### Close-up of the layout

Bar = 10 µm. Window x 32 to 72, y 11 to 51 µm. Cells in grey, sequential cells in the stronger grey; small squares are vias.
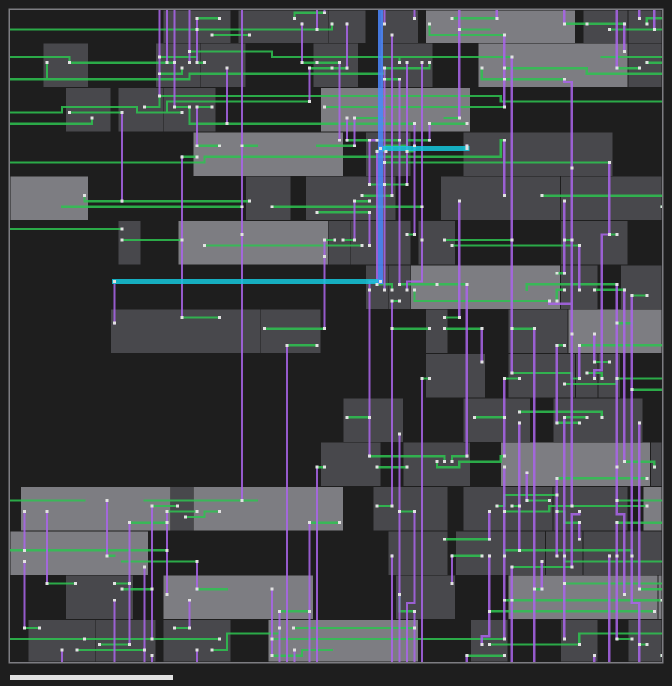
### Cell sizes after repair

Bar = 20 µm.
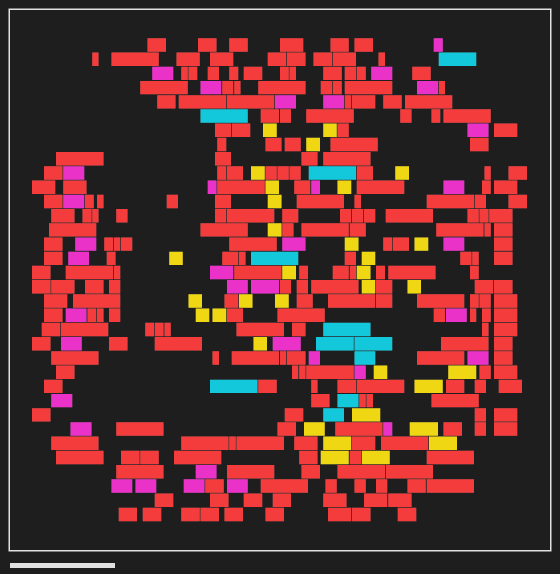
### Signal wires on met1

Bar = 20 µm. Supply wires on this layer in grey. Cells faint in the background.
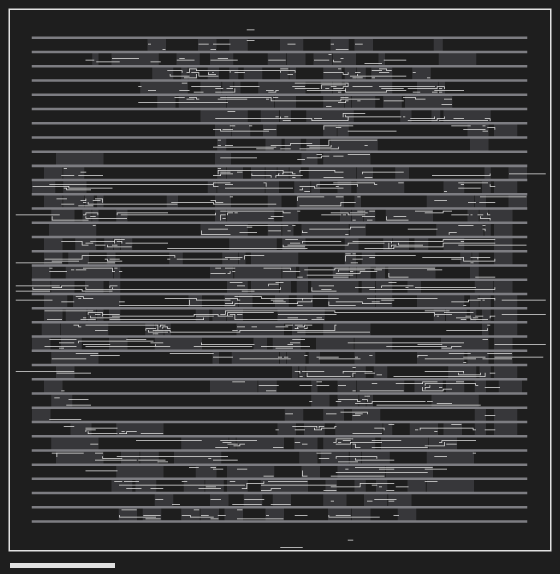
### Track usage over the die

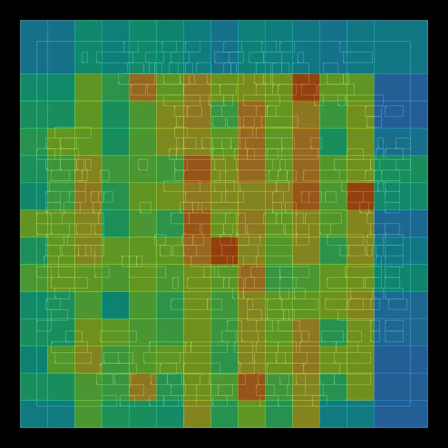
`src/rtl/l3_cache_sched.sv`:
```
// l3_cache_sched: arbitrates the single-port l3_cache between the UART fill /
// world-update stream and renderer block reads.
// Optional feature macro: L3_SCHED_UPDATE_EN enables post-fill update packets
// (X, Y, Z, data) turning into single-block writes. Without it the cache is
// read-only once the initial fill completes and later rx bytes are discarded.
module l3_cache_sched #(
  parameter int LENGTH     = 64,
  parameter int WIDTH      = 64,
  parameter int HEIGHT     = 16,
  parameter int BLOCK_BITS = 8
) (
  input  logic                                         clk_in,
  input  logic                                         rst_in,
  input  logic [7:0]                                   rx_data_in,
  input  logic                                         rx_valid_in,
  input  logic                                         rd_req_in,
  input  logic [$clog2(LENGTH)-1:0]                    rd_x_in,
  input  logic [$clog2(WIDTH)-1:0]                     rd_y_in,
  input  logic [$clog2(HEIGHT)-1:0]                    rd_z_in,
  output logic                                         rd_ready_out,
  output logic                                         rd_valid_out,
  output logic [BLOCK_BITS-1:0]                        rd_data_out,
  output logic [$clog2(LENGTH)-1:0]                    cache_x_out,
  output logic [$clog2(WIDTH)-1:0]                     cache_y_out,
  output logic [$clog2(HEIGHT)-1:0]                    cache_z_out,
  output logic                                         cache_we_out,
  output logic                                         cache_re_out,
  output logic [BLOCK_BITS-1:0]                        cache_wdata_out,
  input  logic [BLOCK_BITS-1:0]                        cache_rdata_in,
  input  logic                                         cache_valid_in,
  output logic                                         initialized_out,
  output logic [$clog2(LENGTH*WIDTH*HEIGHT):0]         fill_count_out,
  output logic                                         overflow_out
);

  localparam int XW    = $clog2(LENGTH);
  localparam int YW    = $clog2(WIDTH);
  localparam int ZW    = $clog2(HEIGHT);
  localparam int TOTAL = LENGTH * WIDTH * HEIGHT;
  localparam int FCW   = $clog2(TOTAL) + 1;

`ifdef L3_SCHED_UPDATE_EN
  localparam bit UPDATE_EN = 1'b1;
`else
  localparam bit UPDATE_EN = 1'b0;
`endif

  typedef enum logic [1:0] {FILL, IDLE, WRITE, READ_WAIT} state_t;

  state_t              state_reg, state_next;
  logic                hold_valid_reg, hold_valid_next;
  logic [7:0]          hold_data_reg, hold_data_next;
  logic [1:0]          pkt_idx_reg, pkt_idx_next;
  logic [XW-1:0]       wr_x_reg, wr_x_next;
  logic [YW-1:0]       wr_y_reg, wr_y_next;
  logic [ZW-1:0]       wr_z_reg, wr_z_next;
  logic [XW-1:0]       rd_x_reg, rd_x_next;
  logic [YW-1:0]       rd_y_reg, rd_y_next;
  logic [ZW-1:0]       rd_z_reg, rd_z_next;
  logic                cache_re_reg, cache_re_next;
  logic                rd_valid_reg, rd_valid_next;
  logic [BLOCK_BITS-1:0] rd_data_reg, rd_data_next;
  logic                initialized_reg, initialized_next;
  logic [FCW-1:0]      fill_count_reg, fill_count_next;
  logic                overflow_reg, overflow_next;

  logic                write_pending;
  logic                read_grant;
  logic [7:0]          byte_in;
  logic                hold_free;
  logic                rx_taken;
  logic                rx_accept;
  logic                absorb;
  logic                unused_byte_bits;

  // A held packet byte 3 is a write waiting for the cache; it blocks new reads.
  assign write_pending = UPDATE_EN && hold_valid_reg && (pkt_idx_reg == 2'd3);
  assign rd_ready_out  = (state_reg == IDLE) && initialized_reg && !write_pending;
  assign read_grant    = rd_req_in && rd_ready_out;
  // A byte already waiting in the holding register is older than a fresh rx byte.
  assign byte_in       = hold_valid_reg ? hold_data_reg : rx_data_in;
  assign unused_byte_bits = ^byte_in;

  // Next-state, arbitration, packet parsing and holding-register bookkeeping.
  always_comb begin
    state_next       = state_reg;
    hold_valid_next  = hold_valid_reg;
    hold_data_next   = hold_data_reg;
    pkt_idx_next     = pkt_idx_reg;
    wr_x_next        = wr_x_reg;
    wr_y_next        = wr_y_reg;
    wr_z_next        = wr_z_reg;
    rd_x_next        = rd_x_reg;
    rd_y_next        = rd_y_reg;
    rd_z_next        = rd_z_reg;
    cache_re_next    = 1'b0;
    rd_valid_next    = 1'b0;
    rd_data_next     = rd_data_reg;
    initialized_next = initialized_reg;
    fill_count_next  = fill_count_reg;
    overflow_next    = overflow_reg;
    hold_free        = !hold_valid_reg;
    rx_taken         = 1'b0;
    absorb           = 1'b0;

    case (state_reg)
      FILL: begin
        // The held byte is written this cycle at the raster address.
        if (hold_valid_reg) begin
          hold_free       = 1'b1;
          fill_count_next = fill_count_reg + FCW'(1);
          if (fill_count_reg == FCW'(TOTAL - 1)) begin
            initialized_next = 1'b1;
            state_next       = IDLE;
          end
        end
      end
      IDLE: begin
        if (write_pending) begin
          state_next = WRITE;
        end else begin
          // Coordinate bytes never touch the cache, so they are absorbed
          // alongside a read grant; only byte 3 competes for the cache.
          if (UPDATE_EN && hold_valid_reg) begin
            absorb    = 1'b1;
            hold_free = 1'b1;
          end else if (UPDATE_EN && rx_valid_in && !read_grant) begin
            if (pkt_idx_reg == 2'd3) begin
              state_next = WRITE;
            end else begin
              absorb   = 1'b1;
              rx_taken = 1'b1;
            end
          end
          if (read_grant) begin
            rd_x_next     = rd_x_in;
            rd_y_next     = rd_y_in;
            rd_z_next     = rd_z_in;
            cache_re_next = 1'b1;
            state_next    = READ_WAIT;
          end
        end
      end
      WRITE: begin
        hold_free    = 1'b1;
        pkt_idx_next = 2'd0;
        state_next   = IDLE;
      end
      READ_WAIT: begin
        if (cache_valid_in) begin
          rd_data_next  = cache_rdata_in;
          rd_valid_next = 1'b1;
          state_next    = IDLE;
        end
      end
      default: state_next = FILL;
    endcase

    if (absorb) begin
      pkt_idx_next = pkt_idx_reg + 2'd1;
      case (pkt_idx_reg)
        2'd0:    wr_x_next = byte_in[XW-1:0];
        2'd1:    wr_y_next = byte_in[YW-1:0];
        default: wr_z_next = byte_in[ZW-1:0];
      endcase
    end

    // After the fill, a read-only build ignores the rx stream entirely.
    rx_accept = UPDATE_EN || ((state_reg == FILL) && !initialized_next);

    if (hold_valid_reg && hold_free) begin
      hold_valid_next = 1'b0;
    end
    if (rx_valid_in && rx_accept && !rx_taken) begin
      if (hold_free) begin
        hold_valid_next = 1'b1;
        hold_data_next  = rx_data_in;
      end else begin
        overflow_next = 1'b1;
      end
    end
  end

  // State and datapath registers; reset abandons any outstanding read.
  always_ff @(posedge clk_in or negedge rst_in) begin
    if (!rst_in) begin
      state_reg       <= FILL;
      hold_valid_reg  <= 1'b0;
      hold_data_reg   <= '0;
      pkt_idx_reg     <= '0;
      wr_x_reg        <= '0;
      wr_y_reg        <= '0;
      wr_z_reg        <= '0;
      rd_x_reg        <= '0;
      rd_y_reg        <= '0;
      rd_z_reg        <= '0;
      cache_re_reg    <= 1'b0;
      rd_valid_reg    <= 1'b0;
      rd_data_reg     <= '0;
      initialized_reg <= 1'b0;
      fill_count_reg  <= '0;
      overflow_reg    <= 1'b0;
    end else begin
      state_reg       <= state_next;
      hold_valid_reg  <= hold_valid_next;
      hold_data_reg   <= hold_data_next;
      pkt_idx_reg     <= pkt_idx_next;
      wr_x_reg        <= wr_x_next;
      wr_y_reg        <= wr_y_next;
      wr_z_reg        <= wr_z_next;
      rd_x_reg        <= rd_x_next;
      rd_y_reg        <= rd_y_next;
      rd_z_reg        <= rd_z_next;
      cache_re_reg    <= cache_re_next;
      rd_valid_reg    <= rd_valid_next;
      rd_data_reg     <= rd_data_next;
      initialized_reg <= initialized_next;
      fill_count_reg  <= fill_count_next;
      overflow_reg    <= overflow_next;
    end
  end

  // Cache address source follows whoever owns the port this cycle.
  always_comb begin
    cache_x_out = rd_x_reg;
    cache_y_out = rd_y_reg;
    cache_z_out = rd_z_reg;
    if (state_reg == FILL) begin
      cache_x_out = fill_count_reg[XW-1:0];
      cache_y_out = fill_count_reg[XW +: YW];
      cache_z_out = fill_count_reg[XW+YW +: ZW];
    end else if (state_reg == WRITE) begin
      cache_x_out = wr_x_reg;
      cache_y_out = wr_y_reg;
      cache_z_out = wr_z_reg;
    end
  end

  assign cache_we_out    = (state_reg == WRITE) || ((state_reg == FILL) && hold_valid_reg);
  assign cache_wdata_out = cache_we_out ? hold_data_reg[BLOCK_BITS-1:0] : '0;
  assign cache_re_out    = cache_re_reg;
  assign rd_valid_out    = rd_valid_reg;
  assign rd_data_out     = rd_data_reg;
  assign initialized_out = initialized_reg;
  assign fill_count_out  = fill_count_reg;
  assign overflow_out    = overflow_reg;

endmodule

```
`config.mk`:
```
export PLATFORM = sky130hd
export DESIGN_NAME = l3_cache_sched
export DESIGN_NICKNAME = d
export VERILOG_FILES = /design/src/rtl/l3_cache_sched.sv
export SDC_FILE = /design/constraint.sdc
export NUM_CORES = 1
export LEC_CHECK = 0
export CORE_MARGIN = 4
export CORE_UTILIZATION = 28
export CTS_BUF_LIST = sky130_fd_sc_hd__clkbuf_16
export CTS_CLUSTER_DIAMETER = 100
export DETAILED_ROUTE_END_ITERATION = 12
export PLACE_DENSITY = 0.64
export REMOVE_ABC_BUFFERS = 1
export SKIP_CTS_REPAIR_TIMING = 1
export SYNTH_ARGS = -nofsm -noshare
export SYNTH_HDL_FRONTEND = slang
export SYNTH_SLANG_ARGS = --single-unit
```
`constraint.sdc`:
```
create_clock -name clk_in -period 2.2 [get_ports clk_in]
set_input_delay 0.66 -clock clk_in [delete_from_list [all_inputs] [get_ports clk_in]]
set_output_delay 0.66 -clock clk_in [all_outputs]
set_load 0.01 [all_outputs]
```
==> run summary <==
impl run done, here's what came out: min-delay worst type input port to async pin, cts bufs inserted 5, largest net degree at the start of global routing 57, final WL 6436 µm, switch share 25.94%, Power Density 626.9 nW/µm², worst relative slew slack 70.63%, FP Core Util 28.98%, highest attainable clock frequency 470.2 MHz, TritonCTS clock tree built, Late-Pin Clk Latency 0.29 ns, Final HPWL DP 4738 µm, Synth Cell Area 2540 µm², H-tree levels 2, final setup skew 0.006411 ns, Post-Synth Adder-Cell Area 0.9852%, clk sink count 56, Clk power 0.774 mW, Final GP Congestion 0.7230, worst vdd ir 0.3667 mV, final hold violations 0, max-slew violations 0, MUX share of area 16.21%, tool warnings 25, Worst setup EP type primary output, first-pass GRT wire length 10,210 µm, Pleak 2.263 nW, Power, Total 2.529 mW, yosys simple share 16.35%, Root Driver clkbuf_16, detailed-route via count 1,984, router iterations before antenna repair 4, CP arrival 1.47 ns, die width 103.2 µm, seq pwr 1.14 mW, Critical Path Source Type flip-flop, Residual DRC 0, Max power group sequential cells, die area 10,660 µm², Tcrit/Tclk final 96.68%, Comb power frac 24.2%, fin util 46.03%, routed vias/inst 4.489, ANT nets after route 0, critical path type flip-flop to primary output, IO buf count 91, Internal 1.873 mW, status complete, no violations, clock share of power 30.6%, Required @ worst endpoint 1.54 ns, CP peak stage delay 0.40 ns, share of cells above drive strength 1 23.65%, Unique masters post-synth 26, power share of the sequential group 45.2%, post-layout min period 2.127 ns, nets 372, Yosys Chip Area 2540 µm², Inserted Diodes 0, core area 8763 µm², Avg Cell Area, Syn 11.92 µm², final setup fails 0, IO Pins 92, yosys warns 0, First DRT Iteration DRCs 47, Max Cap Viol 0, CP Max Fanout 4, aoi share 3.990%, grt ovf 0, Total GRT Usage 12.26%, Largest logic family simple AND/OR/NAND/NOR gates, Largest register FFs 17, cell mode on critical path nor2_2, Syn Inst Count 213, Worst-path clk slew 0.07 ns, die extent in y 103.2 µm
Notes on 'Close-up of the layout' above:
metal 3: in cyan. metal 2: in purple. metal 1: in green. metal 4: in blue.
74 logic cells have their middle in the window. Sequential cells in the window: 15. Netlist names of flops here include fill_count_out (4), rd_data_out (3), hold_data_reg (2). Most frequent: dfrtp_1 (15), clkdlybuf4s50_1 (8), buf_4 (8).

Notes on 'Cell sizes after repair' above:
_6 and larger: in cyan, cells 11, share 3.3%. _2 cells: in magenta, cells 35, share 10%. _3 and _4 cells: in yellow, cells 33, share 9.9%. _0 and _1 cells: in red, cells 255, share 76%.
worst setup margin: 0.07305 ns
Plain + repair buffers: 122
post-route design area: 4034 µm²
Area Overhead vs Synth: 58.82%

Notes on 'Signal wires on met1' above:
The wires run mostly horizontal. The layer carries 2,830 µm of wire. 316 nets have wire on it.

Notes on 'Track usage over the die' above:
GRT met1 Usage: 16.55%
WL per Instance: 14.56 µm

per-layer routing:
metal	part of all wire (%)	track usage, %	wire length, µm
met1	44	16.55	2829
met2	49	19.88	3180
met3	5.3	2.616	339
met4	1.4	3.586	87
met5	0	0	0
cells in the mapped netlist (all sizes together):
cell / instances / share of area [%]
nor2: 3 / 0.44
nor3b: 1 / 0.30
nand4: 5 / 1.2
buf: 2 / 0.64
nand2: 24 / 3.5
and4: 2 / 0.69
dfrtp: 56 / 55
ha: 2 / 0.99
or3b: 1 / 0.34
o21ai: 17 / 3.3
mux2i: 1 / 0.39
and4bb: 2 / 0.99
inv: 3 / 0.44
nand3: 6 / 1.2
nor4: 1 / 0.25
mux2: 33 / 16
xor2: 5 / 1.7
a211o: 1 / 0.34
a21o: 1 / 0.30
and3: 2 / 0.49
nand2b: 17 / 4.2
clkbuf: 7 / 1.0
xnor2: 10 / 3.4
and2: 11 / 2.7
placed cells by master (no fill, tap or decap), drive strengths merged:
| master | n |
|---|---|
| a211o | 1 |
| a21o | 1 |
| and2 | 11 |
| and3 | 2 |
| and4 | 2 |
| and4bb | 2 |
| buf | 32 |
| clkbuf | 5 |
| clkdlybuf4s50 | 64 |
| clkinv | 3 |
| dfrtp | 56 |
| dlymetal6s2s | 26 |
| ha | 2 |
| inv | 3 |
| mux2 | 33 |
| mux2i | 1 |
| nand2 | 24 |
| nand2b | 17 |
| nand3 | 6 |
| nand4 | 5 |
| nor2 | 3 |
| nor3b | 1 |
| nor4 | 1 |
| o21ai | 17 |
| or3b | 1 |
| xnor2 | 10 |
| xor2 | 5 |
final timing paths:
kind / startpoint / endpoint / slack, ns / depth (start not counted)
max: state_reg[1]$_DFFE_PN0P_ / cache_wdata_out[1] / 0.07 / 6
min: rst_in / rd_z_reg[0]$_DFFE_PN0P_ / 0.36 / 2
max reg2reg: fill_count_out[0]$_DFFE_PN0P_ / hold_data_reg[6]$_DFFE_PN0P_ / 0.10 / 8
min reg2reg: overflow_out$_DFFE_PN0P_ / overflow_out$_DFFE_PN0P_ / 0.39 / 0
max in group asynchronous: rst_in / rd_x_reg[4]$_DFFE_PN0P_ / 1.59 / 2
min in group clk_in: overflow_out$_DFFE_PN0P_ / overflow_out$_DFFE_PN0P_ / 0.39 / 0
through the flow:
step                cell area (µm²)    TNS, ns  hold WS, ns  setup WS, ns  cells
global placement               3801          0       0.3677       0.03113    433
detailed placement             3801  -0.009373       0.3716     -0.004414    433
floorplan                      2497    -0.9225       0.3644       -0.1153    204
finish                         4034          0       0.3584       0.07305    442
global route                   4034          0       0.3807     0.0005513    442
CTS                            3940     -5.697       0.3715       -0.2693    441
final cells by class:
| cell class | instances | area, µm² |
|---|---|---|
| Clock buffer | 5 | 125.1 |
| Clock inverter | 3 | 13.76 |
| Fill cell | 845 | 4730 |
| Inverter | 3 | 11.26 |
| Multi-Input combinational cell | 145 | 1097 |
| Sequential cell | 56 | 1401 |
| Tap cell | 108 | 135.1 |
| Timing Repair Buffer | 122 | 1250 |
worst max-delay path, delay by kind of cell, from the launching register on:
family	cells	cell delay (ns)
AND/OR/NAND/NOR	3	0.31
flip-flops	1	0.40
buffers and inverters	3	0.47
Power and IR drop assume default switching activity.
